[src/rtl/lbuf_wr_ctrl_if.sv]
// rtl/lbuf_wr_ctrl_if.sv - source-timing and line-buffer write signals of the write controller
interface lbuf_wr_ctrl_if;
  logic       HSYNC_src;
  logic       VSYNC_src;
  logic       pix_valid;
  logic [5:0] rd_line;
  logic       rd_active;
  logic       wr_en;
  logic [8:0] wr_addr;
  logic [5:0] wr_line;
  logic       frame_start;
  logic       line_done;
  logic       overrun;
  logic [2:0] state;

  // Video source / reader side: drives timing and read position, observes writes.
  modport master (
    output HSYNC_src, VSYNC_src, pix_valid, rd_line, rd_active,
    input  wr_en, wr_addr, wr_line, frame_start, line_done, overrun, state
  );

  // Write controller side.
  modport slave (
    input  HSYNC_src, VSYNC_src, pix_valid, rd_line, rd_active,
    output wr_en, wr_addr, wr_line, frame_start, line_done, overrun, state
  );
endinterface

[src/rtl/lbuf_wr_ctrl.sv]
// rtl/lbuf_wr_ctrl.sv - writes the active window of each source line into a ring of line buffers
module lbuf_wr_ctrl #(
  parameter int NUM_LINE_BUFFERS = 40,
  parameter int H_START          = 64,
  parameter int H_ACTIVE         = 384,
  parameter int V_START          = 16,
  parameter int V_ACTIVE         = 224
) (
  input logic           PCLK,
  input logic           reset,
  lbuf_wr_ctrl_if.slave bus
);

  localparam int LCW = ($clog2(V_START + 1)  > 0) ? $clog2(V_START + 1)  : 1;
  localparam int PCW = ($clog2(H_START + 1)  > 0) ? $clog2(H_START + 1)  : 1;
  localparam int ACW = ($clog2(V_ACTIVE + 1) > 0) ? $clog2(V_ACTIVE + 1) : 1;

  typedef enum logic [2:0] {
    IDLE   = 3'd0,
    VBLANK = 3'd1,
    HWAIT  = 3'd2,
    ACTIVE = 3'd3,
    LDONE  = 3'd4
  } state_t;

  state_t           state_q;
  logic             hs_prev_q;
  logic             vs_prev_q;
  logic [LCW-1:0]   line_cnt_q;
  logic [PCW-1:0]   pix_cnt_q;
  logic [ACW-1:0]   act_cnt_q;
  logic [8:0]       addr_cnt_q;
  logic             armed_q;
  logic             wr_en_q;
  logic [8:0]       wr_addr_q;
  logic [5:0]       wr_line_q;
  logic             frame_start_q;
  logic             line_done_q;
  logic             overrun_q;

  logic             hs_fall;
  logic             vs_fall;
  logic [LCW-1:0]   line_cnt_d;
  logic [PCW-1:0]   pix_cnt_d;
  logic [ACW-1:0]   act_cnt_d;
  logic [5:0]       wr_line_d;

  // Sync edge detection and saturating next-count values.
  always_comb begin
    hs_fall    = hs_prev_q & ~bus.HSYNC_src;
    vs_fall    = vs_prev_q & ~bus.VSYNC_src;
    line_cnt_d = (line_cnt_q == '1) ? line_cnt_q : line_cnt_q + LCW'(1);
    pix_cnt_d  = (pix_cnt_q  == '1) ? pix_cnt_q  : pix_cnt_q  + PCW'(1);
    act_cnt_d  = (act_cnt_q  == '1) ? act_cnt_q  : act_cnt_q  + ACW'(1);
    wr_line_d  = (wr_line_q == 6'(NUM_LINE_BUFFERS - 1)) ? 6'd0 : wr_line_q + 6'd1;
  end

  // Frame/line sequencing FSM; every output is registered here.
  always_ff @(posedge PCLK or posedge reset) begin
    if (reset) begin
      state_q       <= IDLE;
      hs_prev_q     <= 1'b1;
      vs_prev_q     <= 1'b1;
      line_cnt_q    <= '0;
      pix_cnt_q     <= '0;
      act_cnt_q     <= '0;
      addr_cnt_q    <= '0;
      armed_q       <= 1'b0;
      wr_en_q       <= 1'b0;
      wr_addr_q     <= '0;
      wr_line_q     <= '0;
      frame_start_q <= 1'b0;
      line_done_q   <= 1'b0;
      overrun_q     <= 1'b0;
    end else begin
      hs_prev_q     <= bus.HSYNC_src;
      vs_prev_q     <= bus.VSYNC_src;
      wr_en_q       <= 1'b0;
      frame_start_q <= 1'b0;
      line_done_q   <= 1'b0;

      // A vsync edge resynchronises from any state and wins over a coincident
      // hsync edge or line completion.
      if (vs_fall) begin
        state_q       <= VBLANK;
        line_cnt_q    <= '0;
        pix_cnt_q     <= '0;
        act_cnt_q     <= '0;
        armed_q       <= 1'b0;
        wr_line_q     <= '0;
        frame_start_q <= 1'b1;
      end else begin
        unique case (state_q)
          IDLE: begin
          end

          VBLANK: begin
            if (hs_fall) begin
              line_cnt_q <= line_cnt_d;
              if (line_cnt_d == LCW'(V_START)) begin
                state_q   <= HWAIT;
                pix_cnt_q <= '0;
                armed_q   <= 1'b1;
              end
            end
          end

          // Pixels are only counted once this line's hsync has been seen
          // (armed); the first line is armed by the hsync that leaves VBLANK.
          HWAIT: begin
            if (hs_fall) begin
              pix_cnt_q <= '0;
              armed_q   <= 1'b1;
            end else if (armed_q && bus.pix_valid) begin
              pix_cnt_q <= pix_cnt_d;
              if (pix_cnt_d == PCW'(H_START)) begin
                state_q    <= ACTIVE;
                addr_cnt_q <= '0;
                wr_addr_q  <= '0;
              end
            end
          end

          ACTIVE: begin
            if (bus.pix_valid) begin
              wr_en_q    <= 1'b1;
              wr_addr_q  <= addr_cnt_q;
              addr_cnt_q <= addr_cnt_q + 9'd1;
              if (addr_cnt_q == 9'(H_ACTIVE - 1)) begin
                state_q <= LDONE;
              end
            end
          end

          LDONE: begin
            line_done_q <= 1'b1;
            act_cnt_q   <= act_cnt_d;
            wr_line_q   <= wr_line_d;
            pix_cnt_q   <= '0;
            armed_q     <= 1'b0;
            if (bus.rd_active && (wr_line_d == bus.rd_line)) begin
              overrun_q <= 1'b1;
            end
            if (act_cnt_d == ACW'(V_ACTIVE)) begin
              state_q <= IDLE;
            end else begin
              state_q <= HWAIT;
            end
          end

          default: state_q <= IDLE;
        endcase
      end
    end
  end

  assign bus.wr_en       = wr_en_q;
  assign bus.wr_addr     = wr_addr_q;
  assign bus.wr_line     = wr_line_q;
  assign bus.frame_start = frame_start_q;
  assign bus.line_done   = line_done_q;
  assign bus.overrun     = overrun_q;
  assign bus.state       = state_q;

endmodule

[src/flat_wrapper.sv]
// flat-port wrapper written by rule: the top's interface ports become plain ports
module lbuf_wr_ctrl_flat 
#(
  parameter int NUM_LINE_BUFFERS = 40,
  parameter int H_START          = 64,
  parameter int H_ACTIVE         = 384,
  parameter int V_START          = 16,
  parameter int V_ACTIVE         = 224
)
  (PCLK, reset, bus_HSYNC_src, bus_VSYNC_src, bus_pix_valid, bus_rd_line, bus_rd_active, bus_wr_en, bus_wr_addr, bus_wr_line, bus_frame_start, bus_line_done, bus_overrun, bus_state);
  lbuf_wr_ctrl_if bus_i ();
  input logic PCLK;
  input logic reset;
  input wire logic [$bits(bus_i.HSYNC_src)-1:0] bus_HSYNC_src;
  input wire logic [$bits(bus_i.VSYNC_src)-1:0] bus_VSYNC_src;
  input wire logic [$bits(bus_i.pix_valid)-1:0] bus_pix_valid;
  input wire logic [$bits(bus_i.rd_line)-1:0] bus_rd_line;
  input wire logic [$bits(bus_i.rd_active)-1:0] bus_rd_active;
  output wire logic [$bits(bus_i.wr_en)-1:0] bus_wr_en;
  output wire logic [$bits(bus_i.wr_addr)-1:0] bus_wr_addr;
  output wire logic [$bits(bus_i.wr_line)-1:0] bus_wr_line;
  output wire logic [$bits(bus_i.frame_start)-1:0] bus_frame_start;
  output wire logic [$bits(bus_i.line_done)-1:0] bus_line_done;
  output wire logic [$bits(bus_i.overrun)-1:0] bus_overrun;
  output wire logic [$bits(bus_i.state)-1:0] bus_state;
  assign bus_i.HSYNC_src = bus_HSYNC_src;
  assign bus_i.VSYNC_src = bus_VSYNC_src;
  assign bus_i.pix_valid = bus_pix_valid;
  assign bus_i.rd_line = bus_rd_line;
  assign bus_i.rd_active = bus_rd_active;
  assign bus_wr_en = bus_i.wr_en;
  assign bus_wr_addr = bus_i.wr_addr;
  assign bus_wr_line = bus_i.wr_line;
  assign bus_frame_start = bus_i.frame_start;
  assign bus_line_done = bus_i.line_done;
  assign bus_overrun = bus_i.overrun;
  assign bus_state = bus_i.state;
  lbuf_wr_ctrl #(.NUM_LINE_BUFFERS(NUM_LINE_BUFFERS), .H_START(H_START), .H_ACTIVE(H_ACTIVE), .V_START(V_START), .V_ACTIVE(V_ACTIVE)) u_core (.PCLK(PCLK), .reset(reset), .bus(bus_i));
endmodule
[config.mk]
export PLATFORM = sky130hd
export DESIGN_NAME = lbuf_wr_ctrl_flat
export DESIGN_NICKNAME = d
export VERILOG_FILES = /design/src/rtl/lbuf_wr_ctrl_if.sv /design/src/rtl/lbuf_wr_ctrl.sv /design/src/flat_wrapper.sv
export SDC_FILE = /design/constraint.sdc
export NUM_CORES = 1
export LEC_CHECK = 0
export CORE_ASPECT_RATIO = 1.4
export CORE_MARGIN = 8
export CORE_UTILIZATION = 30
export CTS_CLUSTER_SIZE = 10
export DETAILED_ROUTE_END_ITERATION = 10
export PLACE_DENSITY = 0.47
export SLEW_MARGIN = 20
export SYNTH_ARGS = -nofsm -noshare
export SYNTH_HDL_FRONTEND = slang
export SYNTH_SLANG_ARGS = --single-unit
[constraint.sdc]
create_clock -name PCLK -period 1.8 [get_ports PCLK]
set_input_delay 0.27 -clock PCLK [delete_from_list [all_inputs] [get_ports PCLK]]
set_output_delay 0.27 -clock PCLK [all_outputs]
set_load 0.05 [all_outputs]
**Run 1: routed metal per tile**

The bar under the picture is 20 um long. The die is cut into 21 by 28 equal tiles; dark blue is low, red is high, scaled to the fullest tile. Values are wire area over tile area, all layers added.
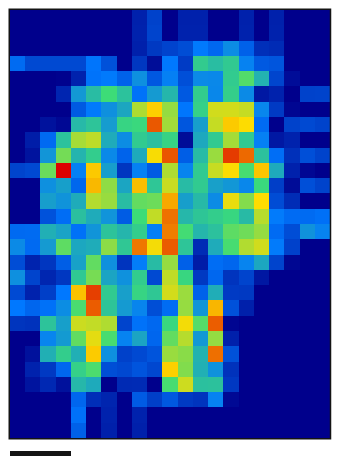
fullest tile: 0.40
emptiest ninth of the die: bottom right
nearly empty tiles: 32%
tiles over half the peak: 16%
mean over tiles: 0.094
final wirelength: 9020 um
routed len/inst: 14.7 um

**Run 1: track usage over the die**

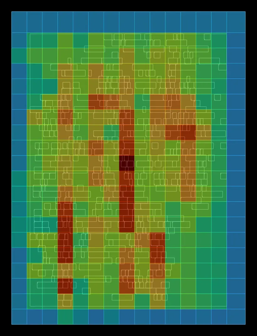
met2 global-route usage: 22.3%
global routing's busiest layer: met2
post-layout util: 42.7%
GRT met1 Usage: 13.6%

==> job_summary.md, run 1 <==
### Metrics collected by this job

| Metric | Value |
|---|---|
| Post-synth EDFFs | 0 |
| CTS tree | done |
| Number of synthesis warnings | 0 |
| RSZ-0062 raised after global routing | yes |
| Met3 usage | 2.34% |
| Post-synthesis simple-gate area fraction | between 20 and 30% |
| Layout cells sized above 1 | about 30% |
| Final Hold Vio Count | 0 |
| Setup TNS | 0 ns |
| Pins Over Slew Limit | 0 |
| Max VDD drop | 402 uV |
| Crit. End Element | register |
| Synth top area share | approximately two fifths |
| Top cell by count, worst path | nand4_1 |
| Global-route wire length before repair | between 10,000 and 15,000 um |
| Combinational Area | a little over 2000 um2 |
| Metal3 WL | roughly 240 um |
| Xor/xnor share | 3.42% |
| Log Warnings | 29 |
| Worst-case clock buffer depth | 2 |
| Worst setup SP type | register |
| Clock buffers | 5 |
| Flop count | roughly 54 |
| Top cell excl fill/tap | buf_4 |
| Leakage power | roughly 2.0 nW |
| Largest class | logic gates |
| Routability cong. | between 0.8 and 0.9 |
| Grt ovf | 0 |
| Yosys synthesis chip area | 3320 um2 |
| Non-clk bufs | between 100 and 150 |
| Comb area share | 44.0% |
| Run status | complete, no violations |
| Most numerous logic cells after layout | buf_4 (81), nand2_1 (53), dfrtp_1 (44), nor2_1 (26), a21oi_1 (20) |
| 1st-iter DRT viols | 115 |
| Final nets | just under 500 |
| CTS Sinks | around 54 |
**Run 1: cells coloured by class**

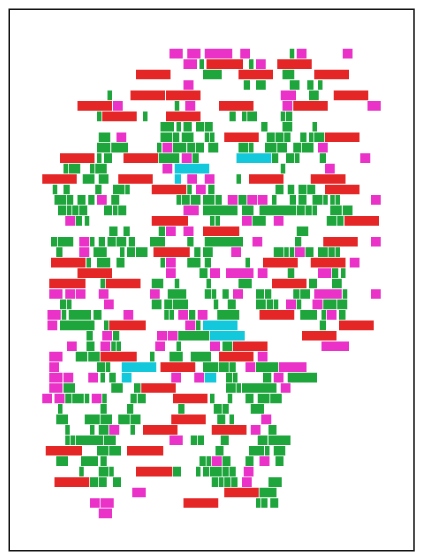
[other buffers and delay cells] magenta | cells: 102 | share of their area: 20%
[all other logic] green | cells: 308 | share of their area: 46%
[flip-flops] red | cells: 54 | share of their area: 31%
[clock drivers and dummy loads] cyan | cells: 8 | share of their area: 3.3%
row count: 45
Seq area share: 29.5%
Final Cell Area: 4620 um2

**Run 1: sequential cells grouped by signal name**

The bar under the picture is 20 um long.
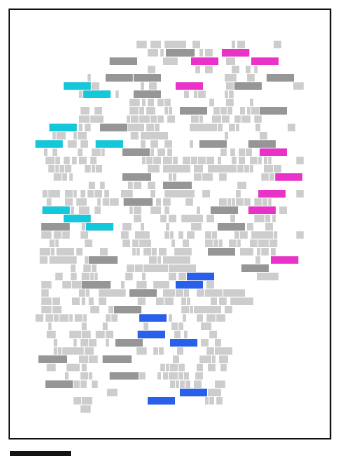
[`u_core.pix_cnt_q`] blue | placed flops: 7 | where: bottom middle
[`u_core.act_cnt_q`] cyan | placed flops: 8
[`u_core.bus.wr_addr`] magenta | placed flops: 9
Seq group: 0.00148 W
area taken by flip-flops and latches: 1360 um2

==> run 1: worst reg2reg max path: stages (launching register included) <==
cell and delay (ns):
dfrtp_1 0.39, ha_2 0.21, nand4_1 0.12, mux2i_1 0.23
nand4_1 0.12, buf_6 0.15, a221o_1 0.31, a21o_1 0.15
==> run 1: power breakdown <==
group / leakage, nW / switching (W) / internal (W)
clock network: 0.0698 / 0.000467 / 0.000517
logic: 1.30 / 0.00113 / 0.000937
registers: 0.637 / 0.000130 / 0.00135
==> run 1: per-stage QoR <==
step	hold WS, ns	util [%]	setup WS (ns)	std cells	power, W
floorplan	0.274	-	-0.162	385	0.00272
global placement	0.528	39.7	-0.245	601	0.00343
detailed placement	0.532	39.7	-0.269	601	0.00346
CTS	0.348	41.4	-0.0618	610	0.00448
global route	0.372	42.7	-0.0525	613	0.00483
finish	0.340	42.7	0.0336	613	0.00454
==> run 1: worst paths after layout <==
| path | startpoint | end | slack [ns] |
|---|---|---|---|
| setup / recovery | u_core.line_cnt_q[1]$_DFFE_PP0P_ | u_core.bus.state[0]$_DFFE_PP0P_ | 0.03 |
| hold / removal | reset | u_core.bus.wr_addr[7]$_DFFE_PP0P_ | 0.34 |
| setup reg to reg | u_core.line_cnt_q[1]$_DFFE_PP0P_ | u_core.bus.state[0]$_DFFE_PP0P_ | 0.03 |
| hold reg to reg | u_core.bus.wr_addr[1]$_DFFE_PP0P_ | u_core.bus.wr_addr[1]$_DFFE_PP0P_ | 0.54 |
| max in group asynchronous | reset | u_core.vs_prev_q$_DFF_PP1_ | 1.15 |
| min in group PCLK | bus_VSYNC_src | u_core.vs_prev_q$_DFF_PP1_ | 0.40 |
**Run 1: wiring by layer**

The bar under the picture is 20 um long.
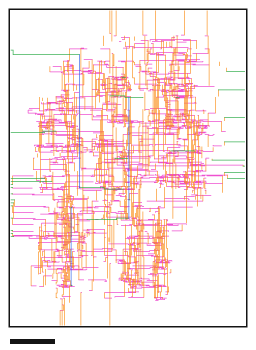

## Run 2: what changed since run 1
SKIP_LAST_GASP = 1   (was unset)
**Run 2: wiring by layer**

The bar under the picture is 20 um long.
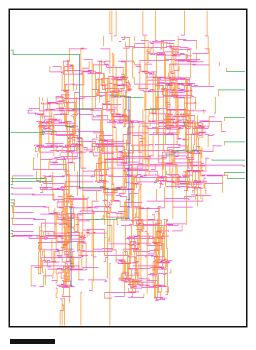
[met1] magenta | wire length: 4,020 um
[met2] orange | wire length: 4,590 um
[met4] blue | wire length: 148 um
[met3] green | wire length: 259 um
routed via count: 3,153
Total Routing Usage GR: 12.2%

**Run 2: cells coloured by class**

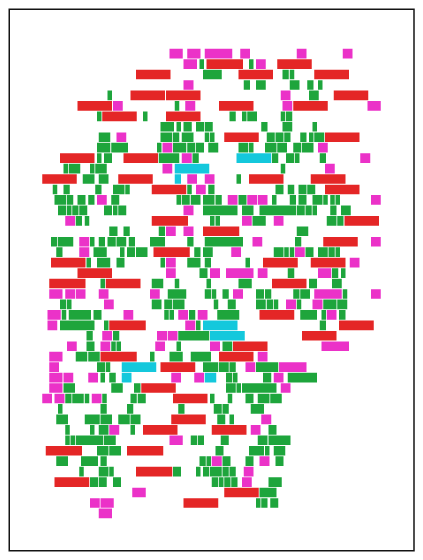
[clock drivers and dummy loads] cyan | cells: 8 | share of their area: 3.3%
[other buffers and delay cells] magenta | cells: 102 | share of their area: 20%
[all other logic] green | cells: 308 | share of their area: 46%
[flip-flops] red | cells: 54 | share of their area: 31%
Seq area share: 29.7%
post-layout util: 42.5%
Final Cell Area: 4600 um2
Core ar.: 10,800 um2

==> job_summary.md, run 2 <==
### Metrics collected by this job

| Metric | Value |
|---|---|
| Area taken by flip-flops and latches | between 1000 and 1500 um2 |
| CTS tree | done |
| Pre-CTS setup slack | -0.269 ns |
| Final nets | between 400 and 500 |
| Horizontal die size | approximately 100 um |
| Routed len/inst | 14.7 um |
| Syn Area/Cell | roughly 8.6 um2 |
| Post-synth EDFFs | 0 |
| Final wirelength | ~9000 um |
| Run status | complete, no violations |
| Top cell by count, worst path | nand4_1 |
| 1st-iter DRT viols | roughly 120 |
| Most numerous logic cells after layout | buf_4 (83), nand2_1 (53), dfrtp_1 (44), nor2_1 (26), a21oi_1 (20) |
| RSZ-0062 raised after global routing | yes |
| Yosys synthesis chip area | 3320 um2 |
| CTS Sinks | between 50 and 60 |
| Max Fclk | 0.565 GHz |
| FF-to-FF End | u_core.bus.state[0]$_DFFE_PP0P_ |
| Layout cells sized above 1 | approximately 29% |
| Synth top area share | ~39% |
| Worst Setup SP | u_core.line_cnt_q[1]$_DFFE_PP0P_ |
| RR Startpoint | u_core.line_cnt_q[1]$_DFFE_PP0P_ |
| Placed cells | 601 |
| Met3 usage | roughly 2.3% |
| Global routing's busiest layer | met2 |
| Leakage power | approximately 2.0 nW |
| Global-route wire length before repair | 14,900 um |
| Number of synthesis warnings | 0 |
| Final Hold Vio Count | 0 |
| Pins Over Slew Limit | 0 |
| Routability cong. | about 0.82 |
| Met2 global-route usage | between 20% and 30% |
| Top cell excl fill/tap | buf_4 |
| Grt ovf | 0 |
| Log Warnings | 29 |
| Worst setup SP type | register |
| Row count | between 40 and 50 |
| Post-Layout Cell Count | around 600 |
| Critical Path Sink | u_core.bus.state[0]$_DFFE_PP0P_ |
| Worst-case clock buffer depth | 2 |
| Crit. End Element | register |
| Hold_ws | about 0.34 ns |
| Setup ws final | 0.0315 ns |
**Run 2: routed metal per tile**

The bar under the picture is 20 um long. The die is cut into 21 by 28 equal tiles; dark blue is low, red is high, scaled to the fullest tile. Values are wire area over tile area, all layers added.
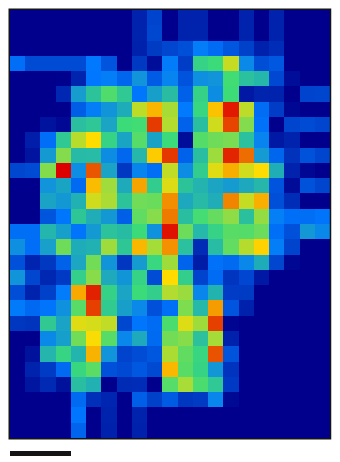
emptiest ninth of the die: bottom right
fullest tile: 0.38
tiles over half the peak: 18%
densest ninth of the die: middle
mean over tiles: 0.094
nearly empty tiles: 32%

run 2: netlist changes by cell type in the layout (fill, tap and decap cells not counted):
cell     change
or3b_1       +1
buf_6        -2
o21ai_1      +2
o21ai_2      -2
or3b_4       -1
buf_4        +2
run 2: worst max-delay path: cells and delay by family, from the launching register on:
family	cells	cell delay (ns)
flops	1	0.39
mux	1	0.23
fa+ha+maj	1	0.21
buf+inv	1	0.17
compound gates	2	0.46
simple gates	2	0.22
run 2: repair_timing:
action	CTS	global route
resized	6	18
setup endpoints to repair	17	23
setup buffers	1	3
pin swaps	9	6
run 2: kinds of logic after synthesis:
family          count (synthesis)  synth area share, %
xor+xnor                       13                 3.42
simple gates                  169                 26.8
flops                          54                 40.7
fa+ha+maj                       5                 1.88
buf+inv                        31                 3.88
mux                             8                 2.41
compound gates                105                 20.9
run 2: per-stage QoR:
stage          util (%)  setup TNS [ns]  total power, W
2_1_floorplan         -          -0.162         0.00272
3_3_place_gp       39.7           -4.45         0.00343
3_5_place_dp       39.7           -5.11         0.00346
4_1_cts            41.4         -0.0927         0.00448
5_1_grt            42.5          -0.488         0.00481
6_report           42.5               0         0.00452
run 2: cell type report:
class                      count  share of cell area (%)
multi-input combinational    300                    43.9
sequential                    54                    29.7
timing repair buffer         102                    18.8
tap                          141                    3.84
clock buffer                   5                    2.72
inverter                       8                   0.653
clock inverter                 3                   0.462
run 2: per-layer routing:
metal | wire length, um | share of wire (%)
met3 | 259 | 2.9
met5 | 0 | 0
met1 | 4020 | 45
met4 | 147 | 1.6
met2 | 4590 | 51
run 2: power breakdown:
part / leakage [nW] / switching, W / total [W] / internal [W]
clock network: 0.0698 / 0.000469 / 0.000986 / 0.000517
registers: 0.637 / 0.000129 / 0.00148 / 0.00135
logic: 1.30 / 0.00113 / 0.00205 / 0.000922
**Run 2: sequential cells grouped by signal name**

The bar under the picture is 20 um long.
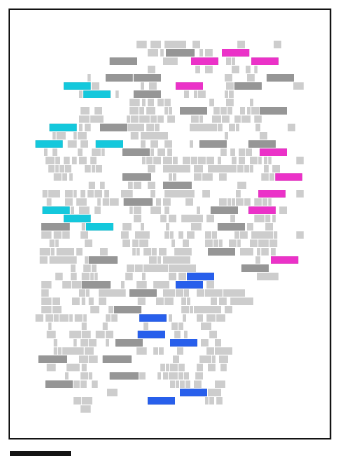

## Run 3: what changed since run 2
ABC_AREA = 1   (was unset)
**Run 3: sequential cells grouped by signal name**

The bar under the picture is 20 um long.
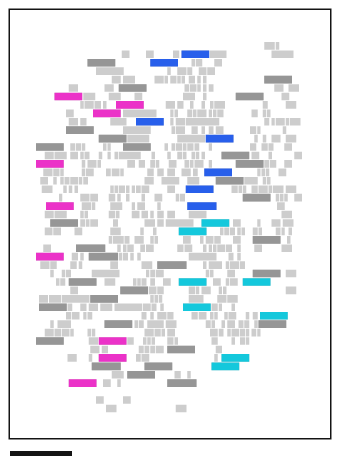
[`u_core.act_cnt_q`] cyan | placed flops: 8
[`u_core.bus.wr_addr`] magenta | placed flops: 9
[`u_core.pix_cnt_q`] blue | placed flops: 7
post-layout util: 42.3%
Seq group: 0.00143 W
Seq area share: 31.0%

**Run 3: wiring by layer**

The bar under the picture is 20 um long.
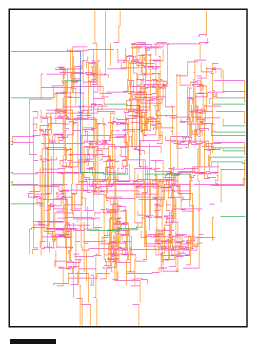
[met1] magenta | wire length: 3,320 um
[met3] green | wire length: 334 um
[met4] blue | wire length: 79.6 um
[met2] orange | wire length: 4,440 um
Total Routing Usage GR: 11.8%
routed via count: 2,887
routed len/inst: 13.1 um
final wirelength: 8170 um

**Run 3: cells coloured by class**

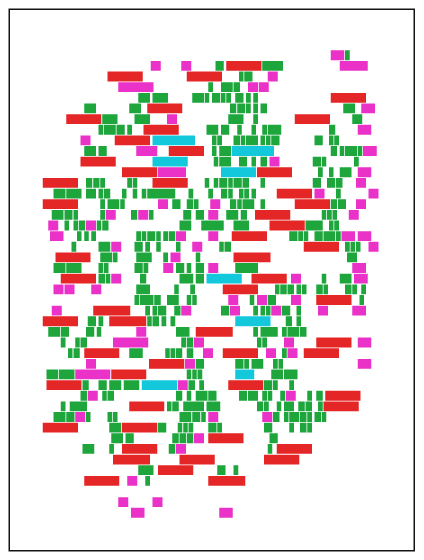
[other buffers and delay cells] magenta | cells: 81 | share of their area: 17%
[all other logic] green | cells: 343 | share of their area: 46%
[flip-flops] red | cells: 54 | share of their area: 32%
[clock drivers and dummy loads] cyan | cells: 8 | share of their area: 4.7%
row count: 44
Core ar.: 10,300 um2
Final Cell Area: 4380 um2

==> job_summary.md, run 3 <==
### Metrics collected by this job

| Metric | Value |
|---|---|
| 1st-iter DRT viols | 98 |
| RR Startpoint | u_core.pix_cnt_q[0]$_DFFE_PP0P_ |
| Routability cong. | approximately 0.79 |
| Worst Setup SP | u_core.pix_cnt_q[0]$_DFFE_PP0P_ |
| Worst setup SP type | register |
| Crit. End Element | register |
| Pins Over Slew Limit | 0 |
| Metal-1 WL | 3320 um |
| Run status | complete, but fails checks |
| Top layer in use | met4 |
| Pre-CTS setup slack | -0.216 ns |
| Setup ws final | -0.0322 ns |
| Grt ovf | 0 |
| Post-synth EDFFs | 0 |
| Leakage power | 2.02 nW |
| GRT met1 Usage | between 10% and 20% |
| RSZ-0062 raised after global routing | yes |
| Syn Area/Cell | slightly below 8 um2 |
| Top cell excl fill/tap | nand2_1 |
| Final Hold Vio Count | 0 |
| Metal3 WL | about 330 um |
| Final nets | 502 |
| Cell Area, Placed | approximately 3900 um2 |
| Failing checks | negative setup slack |
| FF-to-FF End | u_core.bus.wr_addr[0]$_DFFE_PP0P_ |
| Met3 usage | 2.76% |
| Combinational Area | 1710 um2 |
| Met2 global-route usage | a little over a fifth |
| Setup Viol. Count Final | 15 |
| Global-route wire length before repair | about 14,000 um |
| Most numerous logic cells after layout | nand2_1 (77), buf_4 (60), dfrtp_1 (48), inv_1 (45), nor2_1 (37) |
| Worst-case clock buffer depth | 2 |
| Number of synthesis warnings | 0 |
| Synth top area share | between 40% and 50% |
| Met2 wire len | approximately 4400 um |
| # Post-CTS Setup Buffers | 0 |
| Critical Path Sink | u_core.bus.wr_addr[0]$_DFFE_PP0P_ |
| Log Warnings | 27 |
| CTS Sinks | 54 |
| R2R Setup Slk | -0.03 ns |
| Max VDD drop | about 560 uV |
| CTS tree | done |
run 3: area by class of cell:
class | instances | area share (%)
multi-input combinational | 289 | 39.1
inverter | 54 | 4.74
tap | 138 | 3.94
clock inverter | 2 | 1.37
sequential | 54 | 31.0
clock buffer | 6 | 3.17
timing repair buffer | 81 | 16.7
run 3: worst max-delay path: stages, from the launching register on:
cell	delay, ns
dfrtp_1	0.39
ha_2	0.21
nand3_2	0.09
inv_2	0.06
nand2_4	0.10
nand2_2	0.07
nand2_2	0.08
nand2_2	0.06
nor2_1	0.09
nand2_1	0.07
nand2_2	0.12
nand2_8	0.11
clkbuf_16	0.20
nand2_2	0.06
o21ai_2	0.04
run 3: what timing repair did:
action | CTS | global route
gates resized | 4 | 47
gates cloned | 0 | 3
hold buffers | 0 | 0
endpoints found under the setup margin | 24 | 28
pin swaps | 0 | 10
endpoints found under the hold margin | 0 | 0
run 3: metrics by stage:
stage | power (W) | setup TNS (ns) | hold slack (ns) | cells
global placement | 0.00302 | -2.73 | 0.467 | 613
finish | 0.00459 | -0.215 | 0.339 | 624
global route | 0.00488 | -2.19 | 0.374 | 624
CTS | 0.00436 | 0 | 0.353 | 621
detailed placement | 0.00302 | -3.03 | 0.470 | 613
floorplan | 0.00248 | 0 | 0.274 | 406
run 3: kinds of logic after synthesis:
kind of cell | count (synthesis) | synth area share [%]
simple gates | 204 | 29.2
compound gates | 68 | 14.4
buf+inv | 63 | 8.74
flops | 54 | 42.4
xor+xnor | 12 | 3.29
fa+ha+maj | 5 | 1.96
run 3: power breakdown:
group	switching, W	total [W]	leakage, nW	internal, W
clock	0.000447	0.00128	0.0971	0.000836
combinational	0.00111	0.00188	1.19	0.000769
sequential	0.000107	0.00143	0.732	0.00133
total	0.00166	0.00459	2.02	0.00293
Power figures rest on the tool's default switching activity, not on a simulated workload.
